**The metal 1 layer**

Scale bar: 20 um. Supply wires on this layer in grey.
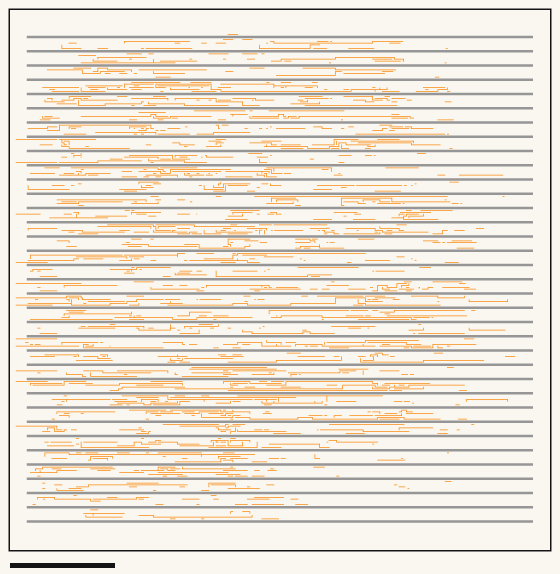
**The metal 2 layer**

Scale bar: 20 um.
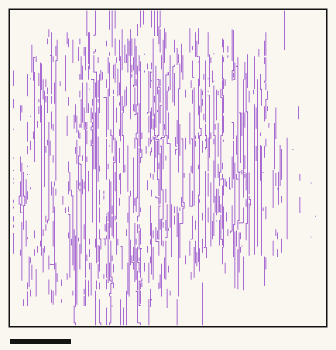
**Met3 routing**

Cells faint in the background.
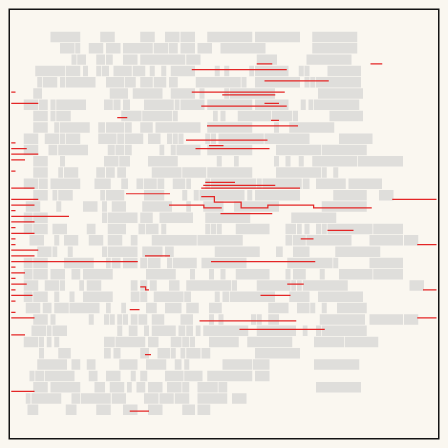
[src/rtl/clic_irq_sequencer_if.sv]
// Handshake bundle between the CLIC arbiter/write port, the core trap logic and the
// interrupt sequencer; the sequencer connects through the slave modport.
interface clic_irq_sequencer_if #(
   parameter int NEST_DEPTH = 4,
   parameter int ID_W       = 5,
   parameter int LVL_W      = 8
);
   localparam int DW = $clog2(NEST_DEPTH + 1);

   logic             irq_valid;
   logic [ID_W-1:0]  irq_id;
   logic [LVL_W-1:0] irq_level;
   logic             irq_edge;
   logic             irq_busy;
   logic             trap_req;
   logic [ID_W-1:0]  trap_id;
   logic [LVL_W-1:0] trap_level;
   logic             trap_ack;
   logic             mret;
   logic             clr_valid;
   logic [ID_W-1:0]  clr_id;
   logic             clr_ready;
   logic [LVL_W-1:0] cur_level;
   logic [ID_W-1:0]  cur_id;
   logic [DW-1:0]    depth;
   logic             err_underflow;
   logic             err_timeout;

   // Arbiter, core and CLIC side of the bundle.
   modport master (
      output irq_valid, irq_id, irq_level, irq_edge, trap_ack, mret, clr_ready,
      input  irq_busy, trap_req, trap_id, trap_level, clr_valid, clr_id,
             cur_level, cur_id, depth, err_underflow, err_timeout
   );

   modport slave (
      input  irq_valid, irq_id, irq_level, irq_edge, trap_ack, mret, clr_ready,
      output irq_busy, trap_req, trap_id, trap_level, clr_valid, clr_id,
             cur_level, cur_id, depth, err_underflow, err_timeout
   );
endinterface

[src/rtl/clic_irq_sequencer.sv]
// CLIC interrupt entry/exit sequencer with a nested level/ID stack.
// Optional trap_ack timeout enabled by defining CLIC_SEQ_TIMEOUT_EN.
module clic_irq_sequencer #(
   parameter int NEST_DEPTH  = 4,
   parameter int ID_W        = 5,
   parameter int LVL_W       = 8,
   parameter int ACK_TIMEOUT = 64
) (
   input logic                   clk,
   input logic                   resetb,
   clic_irq_sequencer_if.slave   bus
);
   localparam int DW = $clog2(NEST_DEPTH + 1);
   localparam int AW = (NEST_DEPTH > 1) ? $clog2(NEST_DEPTH) : 1;

   typedef enum logic [1:0] {READY = 2'd0, REQ = 2'd1, CLR = 2'd2} state_t;

   state_t           state;
   state_t           state_nx;

   logic [LVL_W-1:0] cur_level;
   logic [ID_W-1:0]  cur_id;
   logic [DW-1:0]    depth;
   logic             err_underflow;
   logic             err_timeout;

   logic [LVL_W-1:0] lat_level;
   logic [ID_W-1:0]  lat_id;
   logic             lat_edge;

   logic [LVL_W-1:0] stack_lvl [NEST_DEPTH];
   logic [ID_W-1:0]  stack_id  [NEST_DEPTH];

   logic             accept;
   logic             do_pop;
   logic             do_push;
   logic [DW-1:0]    depth_pop;
   logic [LVL_W-1:0] lvl_pop;
   logic [ID_W-1:0]  id_pop;
   logic [AW-1:0]    pop_idx;
   logic [AW-1:0]    push_idx;
   logic             ack_expired;

   logic             irq_busy;
   logic             trap_req;
   logic [ID_W-1:0]  trap_id;
   logic [LVL_W-1:0] trap_level;
   logic             clr_valid;
   logic [ID_W-1:0]  clr_id;

   // Pop is resolved before push so an mret coinciding with trap_ack nets out to a swap.
   always_comb begin
      accept    = (state == READY) && !bus.mret && bus.irq_valid &&
                  (bus.irq_level > cur_level) && (depth < DW'(NEST_DEPTH));
      do_pop    = bus.mret && (depth != '0);
      do_push   = (state == REQ) && bus.trap_ack;
      pop_idx   = AW'(depth - DW'(1));
      depth_pop = do_pop ? depth - DW'(1) : depth;
      lvl_pop   = do_pop ? stack_lvl[pop_idx] : cur_level;
      id_pop    = do_pop ? stack_id[pop_idx]  : cur_id;
      push_idx  = AW'(depth_pop);
   end

`ifdef CLIC_SEQ_TIMEOUT_EN
   localparam int TW = ($clog2(ACK_TIMEOUT + 1) > 8) ? $clog2(ACK_TIMEOUT + 1) : 8;

   logic [TW-1:0] ack_cnt;

   assign ack_expired = (state == REQ) && !bus.trap_ack && (ack_cnt == TW'(ACK_TIMEOUT - 1));

   always_ff @(posedge clk) begin
      if (!resetb) begin
         ack_cnt     <= '0;
         err_timeout <= 1'b0;
      end else begin
         if (accept)
            ack_cnt <= '0;
         else if ((state == REQ) && !bus.trap_ack)
            ack_cnt <= ack_cnt + TW'(1);
         if (ack_expired)
            err_timeout <= 1'b1;
      end
   end
`else
   logic unused_timeout;

   assign unused_timeout = (ACK_TIMEOUT != 0);
   assign ack_expired    = 1'b0;
   assign err_timeout    = 1'b0;
`endif

   always_ff @(posedge clk) begin
      if (!resetb)
         state <= READY;
      else
         state <= state_nx;
   end

   always_comb begin
      state_nx = state;
      case (state)
         READY: if (accept) state_nx = REQ;
         REQ: begin
            if (bus.trap_ack)
               state_nx = lat_edge ? CLR : READY;
            else if (ack_expired)
               state_nx = READY;
         end
         CLR:     if (bus.clr_ready) state_nx = READY;
         default: state_nx = READY;
      endcase
   end

   always_comb begin
      irq_busy   = (state != READY);
      trap_req   = 1'b0;
      trap_id    = '0;
      trap_level = '0;
      clr_valid  = 1'b0;
      clr_id     = '0;
      case (state)
         REQ: begin
            trap_req   = 1'b1;
            trap_id    = lat_id;
            trap_level = lat_level;
         end
         CLR: begin
            clr_valid = 1'b1;
            clr_id    = lat_id;
         end
         default: ;
      endcase
   end

   always_ff @(posedge clk) begin
      if (!resetb) begin
         cur_level     <= '0;
         cur_id        <= '0;
         depth         <= '0;
         err_underflow <= 1'b0;
         lat_level     <= '0;
         lat_id        <= '0;
         lat_edge      <= 1'b0;
         for (int i = 0; i < NEST_DEPTH; i++) begin
            stack_lvl[i] <= '0;
            stack_id[i]  <= '0;
         end
      end else begin
         if (accept) begin
            lat_level <= bus.irq_level;
            lat_id    <= bus.irq_id;
            lat_edge  <= bus.irq_edge;
         end
         if (bus.mret && (depth == '0))
            err_underflow <= 1'b1;
         if (do_push) begin
            stack_lvl[push_idx] <= lvl_pop;
            stack_id[push_idx]  <= id_pop;
            cur_level           <= lat_level;
            cur_id              <= lat_id;
            depth               <= depth_pop + DW'(1);
         end else begin
            cur_level <= lvl_pop;
            cur_id    <= id_pop;
            depth     <= depth_pop;
         end
      end
   end

   assign bus.irq_busy      = irq_busy;
   assign bus.trap_req      = trap_req;
   assign bus.trap_id       = trap_id;
   assign bus.trap_level    = trap_level;
   assign bus.clr_valid     = clr_valid;
   assign bus.clr_id        = clr_id;
   assign bus.cur_level     = cur_level;
   assign bus.cur_id        = cur_id;
   assign bus.depth         = depth;
   assign bus.err_underflow = err_underflow;
   assign bus.err_timeout   = err_timeout;

endmodule

[src/flat_wrapper.sv]
// flat-port wrapper written by rule: the top's interface ports become plain ports
module clic_irq_sequencer_flat 
#(
   parameter int NEST_DEPTH  = 4,
   parameter int ID_W        = 5,
   parameter int LVL_W       = 8,
   parameter int ACK_TIMEOUT = 64
)
  (clk, resetb, bus_irq_valid, bus_irq_id, bus_irq_level, bus_irq_edge, bus_trap_ack, bus_mret, bus_clr_ready, bus_irq_busy, bus_trap_req, bus_trap_id, bus_trap_level, bus_clr_valid, bus_clr_id, bus_cur_level, bus_cur_id, bus_depth, bus_err_underflow, bus_err_timeout);
  clic_irq_sequencer_if #(.NEST_DEPTH(NEST_DEPTH), .ID_W(ID_W), .LVL_W(LVL_W)) bus_i ();
  input logic clk;
  input logic resetb;
  input wire logic [$bits(bus_i.irq_valid)-1:0] bus_irq_valid;
  input wire logic [$bits(bus_i.irq_id)-1:0] bus_irq_id;
  input wire logic [$bits(bus_i.irq_level)-1:0] bus_irq_level;
  input wire logic [$bits(bus_i.irq_edge)-1:0] bus_irq_edge;
  input wire logic [$bits(bus_i.trap_ack)-1:0] bus_trap_ack;
  input wire logic [$bits(bus_i.mret)-1:0] bus_mret;
  input wire logic [$bits(bus_i.clr_ready)-1:0] bus_clr_ready;
  output wire logic [$bits(bus_i.irq_busy)-1:0] bus_irq_busy;
  output wire logic [$bits(bus_i.trap_req)-1:0] bus_trap_req;
  output wire logic [$bits(bus_i.trap_id)-1:0] bus_trap_id;
  output wire logic [$bits(bus_i.trap_level)-1:0] bus_trap_level;
  output wire logic [$bits(bus_i.clr_valid)-1:0] bus_clr_valid;
  output wire logic [$bits(bus_i.clr_id)-1:0] bus_clr_id;
  output wire logic [$bits(bus_i.cur_level)-1:0] bus_cur_level;
  output wire logic [$bits(bus_i.cur_id)-1:0] bus_cur_id;
  output wire logic [$bits(bus_i.depth)-1:0] bus_depth;
  output wire logic [$bits(bus_i.err_underflow)-1:0] bus_err_underflow;
  output wire logic [$bits(bus_i.err_timeout)-1:0] bus_err_timeout;
  assign bus_i.irq_valid = bus_irq_valid;
  assign bus_i.irq_id = bus_irq_id;
  assign bus_i.irq_level = bus_irq_level;
  assign bus_i.irq_edge = bus_irq_edge;
  assign bus_i.trap_ack = bus_trap_ack;
  assign bus_i.mret = bus_mret;
  assign bus_i.clr_ready = bus_clr_ready;
  assign bus_irq_busy = bus_i.irq_busy;
  assign bus_trap_req = bus_i.trap_req;
  assign bus_trap_id = bus_i.trap_id;
  assign bus_trap_level = bus_i.trap_level;
  assign bus_clr_valid = bus_i.clr_valid;
  assign bus_clr_id = bus_i.clr_id;
  assign bus_cur_level = bus_i.cur_level;
  assign bus_cur_id = bus_i.cur_id;
  assign bus_depth = bus_i.depth;
  assign bus_err_underflow = bus_i.err_underflow;
  assign bus_err_timeout = bus_i.err_timeout;
  clic_irq_sequencer #(.NEST_DEPTH(NEST_DEPTH), .ID_W(ID_W), .LVL_W(LVL_W), .ACK_TIMEOUT(ACK_TIMEOUT)) u_core (.clk(clk), .resetb(resetb), .bus(bus_i));
endmodule
[config.mk]
export PLATFORM = sky130hd
export DESIGN_NAME = clic_irq_sequencer_flat
export DESIGN_NICKNAME = d
export VERILOG_FILES = /design/src/rtl/clic_irq_sequencer_if.sv /design/src/rtl/clic_irq_sequencer.sv /design/src/flat_wrapper.sv
export SDC_FILE = /design/constraint.sdc
export NUM_CORES = 1
export LEC_CHECK = 0
export CORE_MARGIN = 3
export CORE_UTILIZATION = 45
export CTS_CLUSTER_DIAMETER = 150
export DETAILED_ROUTE_END_ITERATION = 16
export GPL_TIMING_DRIVEN = 0
export MAX_ROUTING_LAYER = met4
export PLACE_DENSITY = 0.68
export SLEW_MARGIN = 20
export SYNTH_ARGS = -nofsm -noshare
export SYNTH_HDL_FRONTEND = slang
export SYNTH_SLANG_ARGS = --single-unit
[constraint.sdc]
create_clock -name clk -period 8.8 [get_ports clk]
set_input_delay 1.76 -clock clk [delete_from_list [all_inputs] [get_ports clk]]
set_output_delay 1.76 -clock clk [all_outputs]
set_load 0.01 [all_outputs]
==> impl_metrics.tcl <==
# collected from the flow reports
set metrics [dict create \
    ys_cells 359 \
    n_all_buffers 81 \
    regArea_sq_um 2222 \
    relSlewSlack_pct 55.27 \
    grt_pass1_wl_mm 15.55 \
    drc_errors 0 \
    switching_power_mw 0.5074 \
    r2r-start "u_core.bus.depth[0]$_SDFF_PN0_" \
    cts_buffer_depth 2 \
    synth_top_area_share_pct 36.83 \
    post-dp-hpwl_mm 6.992 \
    outcome "completed" \
    drt-initial-drc-count 141 \
    endpoint_kind "output port" \
    power.density_nw_per_um2 271.4 \
    comb_cells 238 \
    top_cell "nor2_1" \
    via_per_inst 5.370 \
    yosys_warnings 0 \
    cts.repair.resized 0 \
    nets 458 \
    clkCellAreaFrac_pct 3.840 \
    syn_to_final_growth_pct 21.42 \
    wl_per_cell_um 17.90 \
    common_cells "nor2_1, edfxtp_1, nand2_1, dfxtp_1, and2_1" \
    synth_flops 85 \
    coreArea_sq_um 8934 \
    grt_max_degree 16 \
    final.setup.tns_ns 0 \
    power_mw 1.397 \
    r2r_slack_ns 5.93 \
    worst_pin_slew_ns 0.6694 \
    topCombFamilyByArea "simple AND/OR/NAND/NOR gates" \
    inv_count 12 \
    largest_area_cell "edfxtp_1" \
    aoi_share_pct 9.177 \
    simple_gate_share_pct 15.23 \
    nClkBuffers 9 \
    ys_sh_xor_pct 1.003 \
    num_antenna_cells 0 \
    sh_comb_area_pct 34.92 \
    fmax_ghz 0.2511 \
    critPathLaunch "u_core.state[0]$_SDFFE_PN0P_" \
    buf_share_pct 14.58 \
    pg_seq_mw 0.495 \
    comb-power_mw 0.620 \
    cp_max_fo 10 \
    startpoint_type "flip-flop" \
    setup_viol 0 \
    path_delay_family "buffers and inverters" \
    first_pass_iters 4 \
    rsz0062_at_grt "false" \
    antenna_left 0 \
    final-instance-count-excl-fill 540 \
    rr_endpoint "u_core.stack_lvl[0][7]$_SDFFCE_PN0P_" \
    drive_above_1_share_pct 17.59 \
]
Notes on 'the metal 1 layer' above:
- longest straight run: 36.8 um
- main direction: horizontal

Notes on 'the metal 2 layer' above:
- wire length on this layer: 4730 um
- longest straight run: 62.2 um
- nets with wire on the layer: 395
- main direction: vertical
- share of all routed wire: 49%
met2 usage: 32.46%
Vias: 2900
routed wire length: 9.666 mm

Notes on 'met3 routing' above:
- wire length on this layer: 555 um
- main direction: horizontal
- nets with wire on the layer: 56
met3 Resource Use GR: 3.248%

[cell usage in the layout (no fill, tap or decap), types with 4 or more instances in the layout]
cell	synthesis	final
a21oi_1	4	4
a21oi_2	12	12
a21oi_4	6	6
and2_1	21	21
buf_2	5	5
buf_6	3	4
clkbuf_1	10	10
clkbuf_8	0	9
clkdlybuf4s50_1	0	56
dfxtp_1	33	33
edfxtp_1	52	52
ha_1	11	11
inv_1	11	11
mux2i_1	14	14
mux2i_4	6	6
mux4_2	11	11
nand2_1	36	36
nand3_1	7	7
nor2_1	58	58
nor2b_1	5	5
o21ai_0	15	14
[how the worst min path moves through the flow]
stage	from	end	slack [ns]	cells after the start
after floorplan	u_core.lat_edge$_SDFFE_PN0P_	u_core.lat_edge$_SDFFE_PN0P_	0.43	2
after global placement	u_core.bus.err_underflow$_SDFFE_PN0P_	u_core.bus.err_underflow$_SDFFE_PN0P_	0.45	1
after detailed placement	u_core.bus.err_underflow$_SDFFE_PN0P_	u_core.bus.err_underflow$_SDFFE_PN0P_	0.45	1
after CTS	u_core.lat_level[5]$_SDFFE_PN0P_	u_core.lat_level[5]$_SDFFE_PN0P_	0.47	2
after global routing	u_core.bus.err_underflow$_SDFFE_PN0P_	u_core.bus.err_underflow$_SDFFE_PN0P_	0.48	1
final	u_core.lat_edge$_SDFFE_PN0P_	u_core.lat_edge$_SDFFE_PN0P_	0.47	2
[routing by layer]
layer  GRT usage, %  wire [um]
met5              -          0
met4          7.371        157
met3          3.248        554
met2          32.46       4728
met1          25.92       4226
[flip-flops by register name, summed over array words and instances (netlist names), 2 cells and up]
signal / flops
u_core.stack_lvl: 32
u_core.stack_id: 20
u_core.bus.cur_level: 8
u_core.lat_level: 8
u_core.bus.cur_id: 5
u_core.lat_id: 5
u_core.bus.depth: 3
u_core.state: 2
